### Logic cells by family

(4 px per um)
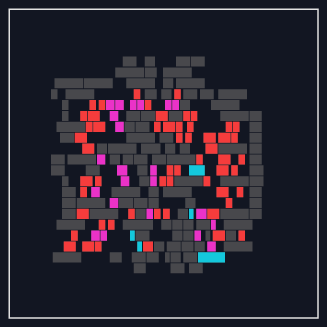
### A small window of the routed layout

Window x 26 to 51, y 11 to 36 um. Cells in grey, sequential cells in the stronger grey; small squares are vias.
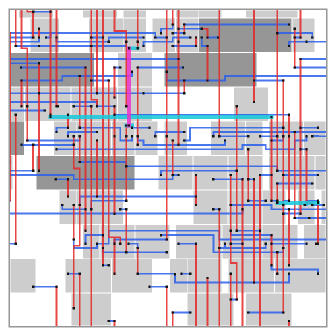
### Pin placement

(6 px per um) Pins as bars across the die edge, other pins in grey.
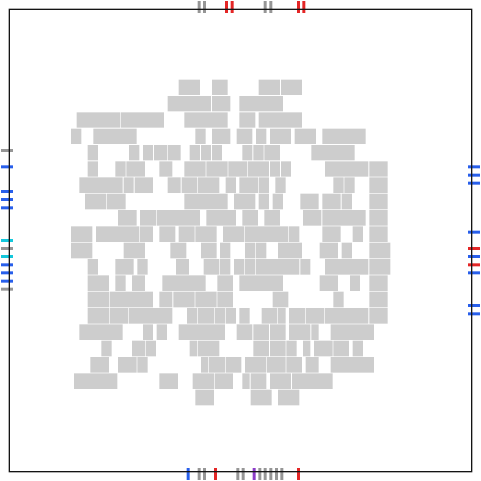
### Track usage over the die

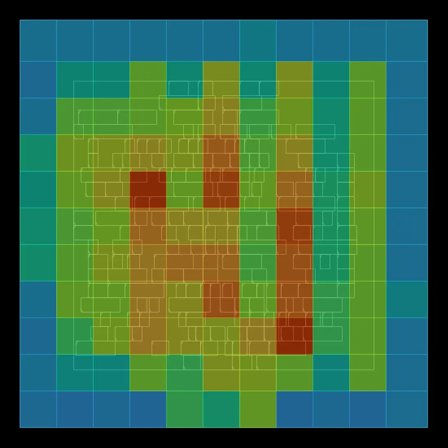
### Sequential cells coloured by netlist name

(4 px per um)
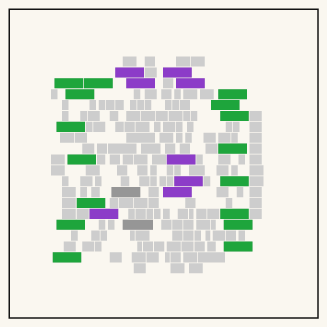
--- config.mk ---
export PLATFORM = sky130hd
export DESIGN_NAME = imm_ext_ctrl_flat
export DESIGN_NICKNAME = d
export VERILOG_FILES = /design/src/rtl/imm_ext_ctrl_pkg.sv /design/src/rtl/imm_ext_ctrl_if.sv /design/src/rtl/imm_ext_ctrl_extend.sv /design/src/rtl/imm_ext_ctrl.sv /design/src/flat_wrapper.sv
export SDC_FILE = /design/constraint.sdc
export NUM_CORES = 1
export LEC_CHECK = 0
export CAP_MARGIN = 0
export CORE_MARGIN = 10
export CORE_UTILIZATION = 39
export CTS_CLUSTER_DIAMETER = 80
export DETAILED_ROUTE_END_ITERATION = 7
export PLACE_DENSITY = 0.7
export SYNTH_ARGS = -nofsm -noshare
export SYNTH_HDL_FRONTEND = slang
export SYNTH_SLANG_ARGS = --single-unit
--- constraint.sdc ---
create_clock -name clk -period 1.51 [get_ports clk]
set_clock_uncertainty 0.05 [all_clocks]
set_input_delay 0.302 -clock clk [delete_from_list [all_inputs] [get_ports clk]]
set_output_delay 0.302 -clock clk [all_outputs]
set_load 0.03 [all_outputs]
--- src/rtl/imm_ext_ctrl_pkg.sv ---
// Shared constants and types for the ID-stage immediate sequencer.
package imm_ext_ctrl_pkg;

  // Default datapath widths. The extended output always holds two input bytes.
  localparam int IMM_IN_W  = 8;
  localparam int IMM_OUT_W = 16;

  // Extension modes as encoded by the decoder.
  typedef logic [1:0] ext_mode_t;

  localparam ext_mode_t EXT_ZERO = 2'b00;
  localparam ext_mode_t EXT_SIGN = 2'b01;
  localparam ext_mode_t EXT_HI   = 2'b10;
  localparam ext_mode_t EXT_SHL8 = 2'b11;

  // Sequencer states. PREFIX means a HI byte is held and waits for its low byte.
  localparam logic [0:0] S_IDLE   = 1'b0;
  localparam logic [0:0] S_PREFIX = 1'b1;

  // A HI byte never produces a result by itself; it only loads the prefix.
  function automatic logic isPrefixMode(input ext_mode_t mode);
    return (mode == EXT_HI);
  endfunction

endpackage

--- src/rtl/imm_ext_ctrl_if.sv ---
// Decoder/hazard-unit bundle for the immediate sequencer.
//
// Handshake: an immediate is accepted on a rising clk edge where in_valid and
// in_ready are both high. in_ready is ~stall and does not depend on in_valid.
// flush wins over everything except reset and discards a same-cycle input.
// out_valid/imm_out/prefix_pending are registered and change only on clk.
interface imm_ext_ctrl_if #(
  parameter int IN_W  = 8,
  parameter int OUT_W = 16
);

  logic             in_valid;
  logic             in_ready;
  logic [IN_W-1:0]  imm_in;
  logic [1:0]       ext_mode;
  logic             stall;
  logic             flush;
  logic             out_valid;
  logic [OUT_W-1:0] imm_out;
  logic             prefix_pending;

  // Decoder / hazard unit side.
  modport master (
    output in_valid, imm_in, ext_mode, stall, flush,
    input  in_ready, out_valid, imm_out, prefix_pending
  );

  // Sequencer side.
  modport slave (
    input  in_valid, imm_in, ext_mode, stall, flush,
    output in_ready, out_valid, imm_out, prefix_pending
  );

endinterface

--- src/rtl/imm_ext_ctrl_extend.sv ---
// Combinational immediate extender: zero/sign extension, shift-by-a-byte, or
// joining a held HI prefix with the current byte.
module imm_extend
  import imm_ext_ctrl_pkg::*;
#(
  parameter int IN_W  = IMM_IN_W,
  parameter int OUT_W = IMM_OUT_W
) (
  input  logic [IN_W-1:0]  imm_in,
  input  ext_mode_t        mode,
  input  logic [IN_W-1:0]  hi_reg,
  input  logic             prefix,
  output logic [OUT_W-1:0] ext_out
);

  // A pending prefix overrides the mode; otherwise the mode selects the extension.
  always_comb begin
    ext_out = '0;
    if (prefix) begin
      ext_out = {hi_reg, imm_in};
    end else begin
      case (mode)
        EXT_ZERO: ext_out = {{IN_W{1'b0}}, imm_in};
        EXT_SIGN: ext_out = {{IN_W{imm_in[IN_W-1]}}, imm_in};
        EXT_SHL8: ext_out = {imm_in, {IN_W{1'b0}}};
        // HI with no prefix only loads hi_reg; the value here is never registered.
        default:  ext_out = {{IN_W{1'b0}}, imm_in};
      endcase
    end
  end

endmodule

--- src/rtl/imm_ext_ctrl.sv ---
// ID-stage immediate sequencer: extends one byte per accepted instruction into
// the 16-bit ID/EX immediate slot, with HI-prefix joining, stall and flush.
module imm_ext_ctrl
  import imm_ext_ctrl_pkg::*;
#(
  parameter int IN_W  = IMM_IN_W,
  parameter int OUT_W = IMM_OUT_W   // must be 2*IN_W
) (
  input  logic            clk,
  input  logic            rst_n,
  imm_ext_ctrl_if.slave   bus,
  output logic            dbgState,
  output logic [IN_W-1:0] dbgHiReg
);

  logic [0:0]       stateQ;
  logic [IN_W-1:0]  hiReg;
  logic [OUT_W-1:0] immOutQ;
  logic             outValidQ;
  logic [OUT_W-1:0] extOut;
  logic             accept;
  logic             modeIsHi;

  // Ready is purely the inverse of stall so the decoder never waits on data.
  assign bus.in_ready = ~bus.stall;
  assign accept       = bus.in_valid & bus.in_ready;
  assign modeIsHi     = isPrefixMode(bus.ext_mode);

  imm_extend #(
    .IN_W  (IN_W),
    .OUT_W (OUT_W)
  ) uExtend (
    .imm_in  (bus.imm_in),
    .mode    (bus.ext_mode),
    .hi_reg  (hiReg),
    .prefix  (stateQ == S_PREFIX),
    .ext_out (extOut)
  );

  // Sequencer state, prefix byte and ID/EX immediate register; priority is
  // reset > flush > stall > accept > bubble.
  always_ff @(posedge clk) begin
    if (!rst_n) begin
      stateQ    <= S_IDLE;
      hiReg     <= '0;
      immOutQ   <= '0;
      outValidQ <= 1'b0;
    end else if (bus.flush) begin
      // Squash the slot and drop any half-built prefix; imm_out keeps its value.
      stateQ    <= S_IDLE;
      outValidQ <= 1'b0;
    end else if (bus.stall) begin
      // Hold everything for the hazard unit.
      stateQ    <= stateQ;
    end else if (accept) begin
      case (stateQ)
        S_IDLE: begin
          if (modeIsHi) begin
            hiReg     <= bus.imm_in;
            stateQ    <= S_PREFIX;
            outValidQ <= 1'b0;
          end else begin
            immOutQ   <= extOut;
            outValidQ <= 1'b1;
          end
        end
        default: begin
          // A second HI replaces the held prefix; any other mode completes it.
          if (modeIsHi) begin
            hiReg     <= bus.imm_in;
            outValidQ <= 1'b0;
          end else begin
            immOutQ   <= extOut;
            outValidQ <= 1'b1;
            stateQ    <= S_IDLE;
          end
        end
      endcase
    end else begin
      outValidQ <= 1'b0;
    end
  end

  assign bus.out_valid      = outValidQ;
  assign bus.imm_out        = immOutQ;
  assign bus.prefix_pending = (stateQ == S_PREFIX);

  assign dbgState = stateQ;
  assign dbgHiReg = hiReg;

endmodule
--- src/flat_wrapper.sv ---
// flat-port wrapper written by rule: the top's interface ports become plain ports
module imm_ext_ctrl_flat import imm_ext_ctrl_pkg::*;
#(
  parameter int IN_W  = IMM_IN_W,
  parameter int OUT_W = IMM_OUT_W                    
)
  (clk, rst_n, dbgState, dbgHiReg, bus_in_valid, bus_imm_in, bus_ext_mode, bus_stall, bus_flush, bus_in_ready, bus_out_valid, bus_imm_out, bus_prefix_pending);
  imm_ext_ctrl_if #(.IN_W(IN_W), .OUT_W(OUT_W)) bus_i ();
  input  logic clk;
  input  logic rst_n;
  output logic dbgState;
  output logic [IN_W-1:0] dbgHiReg;
  input wire logic [$bits(bus_i.in_valid)-1:0] bus_in_valid;
  input wire logic [$bits(bus_i.imm_in)-1:0] bus_imm_in;
  input wire logic [$bits(bus_i.ext_mode)-1:0] bus_ext_mode;
  input wire logic [$bits(bus_i.stall)-1:0] bus_stall;
  input wire logic [$bits(bus_i.flush)-1:0] bus_flush;
  output wire logic [$bits(bus_i.in_ready)-1:0] bus_in_ready;
  output wire logic [$bits(bus_i.out_valid)-1:0] bus_out_valid;
  output wire logic [$bits(bus_i.imm_out)-1:0] bus_imm_out;
  output wire logic [$bits(bus_i.prefix_pending)-1:0] bus_prefix_pending;
  assign bus_i.in_valid = bus_in_valid;
  assign bus_i.imm_in = bus_imm_in;
  assign bus_i.ext_mode = bus_ext_mode;
  assign bus_i.stall = bus_stall;
  assign bus_i.flush = bus_flush;
  assign bus_in_ready = bus_i.in_ready;
  assign bus_out_valid = bus_i.out_valid;
  assign bus_imm_out = bus_i.imm_out;
  assign bus_prefix_pending = bus_i.prefix_pending;
  imm_ext_ctrl #(.IN_W(IN_W), .OUT_W(OUT_W)) u_core (.clk(clk), .rst_n(rst_n), .bus(bus_i), .dbgState(dbgState), .dbgHiReg(dbgHiReg));
endmodule
==> summary.txt <==
run results: status=finished clean, syn_area_per_cell=9.12 sq um, Top non-seq family=AND-OR/OR-AND gates, CP startpoint=bus_flush, Leakage=0.715 nW, Worst VDD drop=0.400 mV, number of max-cap violations=0, yosys synthesis chip area=0.00126 sq mm, Design Power=1.34 mW, CTS sink count=26, Core Footprint=0.00308 sq mm, Synth Area in Simple Gates=20.8%, Top cell excl fill/tap=a21oi_1, crit share post-route=98.3%, Max Transition Viols Final=0, worst relative slew slack=78.9%, Detailed Place HPWL=2850 um, layout cells sized above 1=23.4%, Starting DRT DRC Count=65, RSZ-0062 raised after global routing=no, Hold Path Depth=2, Adders+Majority by Area=0%, vias in the first global route=1244, worst-path fanout max=8, Crit Reg-Reg Endpoint=u_core.bus.imm_out[11]$_SDFFE_PN0P_, Final Hold Vio Count=0, Fmax=0.674 GHz, final setup violation count=0, HP Start=u_core.bus.imm_out[0]$_SDFFE_PN0P_, Top cells excl fill/tap=a21oi_1 (31), dfxtp_1 (25), buf_4 (21), fp util=40.9%, yosys cell count=138, Num CTS Buffers=3, layout net count=204, clock tree root driver cell=clkbuf_4, Synth cell types=25, Mux cell area share=0.795%, aoi share=27.8%, die y size=76.8 um, critical path arrival=1650 ps, Hold Path Sink=u_core.bus.imm_out[0]$_SDFFE_PN0P_, xor/xnor share=0%, Post-Route WL=3610 um, Final TNS setup=0 ps, IO buf count=42, pin count of the biggest net entering global routing=26, CP required=1670 ps, Reg2Reg Depth=4, clk slew on worst S/H paths=140 ps, Overflow after GRT=0, PwrDens=749 mW/mm^2, crit path capture type=register, Worst R2R Start=u_core.bus.prefix_pending$_SDFFE_PP0P_, worst slew pin tran=317 ps, DR vias=1236, mapped cell area=0.00126 sq mm, Hold-fix buffers, CTS=0, CP Class=in2reg, area added between synthesis and finish=42.5%, Longest Clk Path Bufs=2, Hold Slack=427 ps, die extent in x=76.8 um, Reg2Reg Setup Slack=240 ps, floorplan row count=20, startpoint types=primary input
Back to the opening pictures, 'Logic cells by family':
legend:
  red:
    family: aoi and oai cells
    cells: 56
  magenta:
    family: nand cells
    cells: 22
  cyan:
    family: nor cells
    cells: 5
    where: south

Back to the opening pictures, 'A small window of the routed layout':
legend:
  blue:
    layer: M1
  red:
    layer: M2
  magenta:
    layer: M4
  cyan:
    layer: M3
most frequent: buf_4 (12), clkdlybuf4s50_1 (6), a21oi_1 (4)
netlist names of flops here include: u_core.dbgHiReg (2)
cells with their middle in the window: 52
sequential cells in the window: 4

Back to the opening pictures, 'Pin placement':
legend:
  blue:
    port: bus_imm_out
    pins: 16
    direction: output
    edge: 8 east, 7 west, 1 south
  red:
    port: dbgHiReg
    pins: 8
    direction: output
    edge: 4 north, 2 south, 2 east
  purple:
    port: bus_in_valid
    pins: 1
    direction: input
    edge: south
  cyan:
    port: bus_ext_mode
    pins: 2
    direction: input
    edge: west
all pins by edge: 13 south, 12 west, 10 east, 8 north

Back to the opening pictures, 'Track usage over the die':
DR WL/cell: 15.5 um
routing usage on met3: 4.55%

Back to the opening pictures, 'Sequential cells coloured by netlist name':
legend:
  purple:
    signal: u_core.dbgHiReg
    flops: 8
  green:
    signal: u_core.bus.imm_out
    flops: 16
not coloured: 2
Reg area: 522 sq um
final core occ: 58.3%
sequential power: 716 uW

==> flip-flops by register name, indices dropped and copies added, names as in the netlist <==
name                       count
u_core.dbgHiReg                8
u_core.bus.prefix_pending      1
u_core.bus.out_valid           1
u_core.bus.imm_out            16
==> power breakdown <==
group	switching, mW	total (mW)	internal [mW]	leakage [nW]
combinational	0.150	0.269	0.119	0.483
clock	0.212	0.360	0.148	0.0210
sequential	0.0109	0.716	0.705	0.211
total	0.373	1.34	0.971	0.715
==> per-layer routing <==
metal | up-vias | part of all wire (%) | track usage, %
li1 | 624 | - | -
met1 | 568 | 42 | 13.7
met2 | 38 | 48 | 20.1
met3 | 6 | 8.9 | 4.55
met4 | 0 | 0.69 | 3.35
met5 | - | 0 | 0
==> critical path: stages <==
cell	delay [ps]
clkdlybuf4s50_1	470
or3b_1	410
buf_4	180
nor2_4	160
a311oi_1	120
==> stage by stage <==
stage | util [%] | area [sq um] | std cells | setup WS [ps]
after global routing | 58.3 | 1790 | 232 | 0.799
after detailed placement | 58.3 | 1790 | 228 | -328
after global placement | 58.3 | 1790 | 228 | -281
final | 58.3 | 1790 | 232 | 25.9
after floorplan | - | 1260 | 138 | 55.5
after CTS | 58.5 | 1800 | 232 | 6.08
==> final cells by class <==
| class | instances | share of cell area, % |
|---|---|---|
| multi-input combinational | 94 | 34.7 |
| timing repair buffer | 62 | 30.8 |
| sequential | 26 | 29.1 |
| tap | 44 | 3.07 |
| clock buffer | 4 | 2.02 |
| inverter | 2 | 0.418 |
==> cell usage after synthesis <==
| library cell | n | area [sq um] |
|---|---|---|
| inv_1 | 2 | 7.51 |
| and4b_1 | 7 | 70.1 |
| buf_12 | 1 | 20.0 |
| nand3_1 | 9 | 45.0 |
| or3b_1 | 1 | 8.76 |
| o21ai_2 | 10 | 87.6 |
| o21ai_0 | 6 | 30.0 |
| and2b_1 | 2 | 15.0 |
| a21oi_1 | 31 | 155 |
| clkbuf_2 | 1 | 5.00 |
| nor3b_4 | 1 | 18.8 |
| mux2i_1 | 1 | 10.0 |
| dfxtp_1 | 26 | 521 |
| a311oi_1 | 8 | 70.1 |
| nor2_1 | 3 | 11.3 |
| nor2_4 | 1 | 11.3 |
| clkbuf_1 | 4 | 15.0 |
| nand2b_1 | 2 | 12.5 |
| a22oi_1 | 1 | 7.51 |
| buf_6 | 1 | 11.3 |
| nand3b_1 | 2 | 15.0 |
| buf_2 | 4 | 20.0 |
| buf_4 | 5 | 37.5 |
| nand2_1 | 1 | 3.75 |
| nand4_1 | 8 | 50.1 |
==> worst max path at each step <==
| stage | to |
|---|---|
| after floorplan | u_core.bus.imm_out[13]$_SDFFE_PN0P_ |
| after global placement | u_core.bus.imm_out[10]$_SDFFE_PN0P_ |
| after detailed placement | u_core.bus.imm_out[8]$_SDFFE_PN0P_ |
| after CTS | bus_imm_out[1] |
| after global routing | bus_imm_out[11] |
| final | u_core.bus.imm_out[11]$_SDFFE_PN0P_ |
==> timing repair <==
action / in CTS / in global routing
gates resized: 26 / 16
setup endpoints to repair: 27 / 12
pin swaps: 0 / 0
Power is estimated from default activity; no workload was simulated.
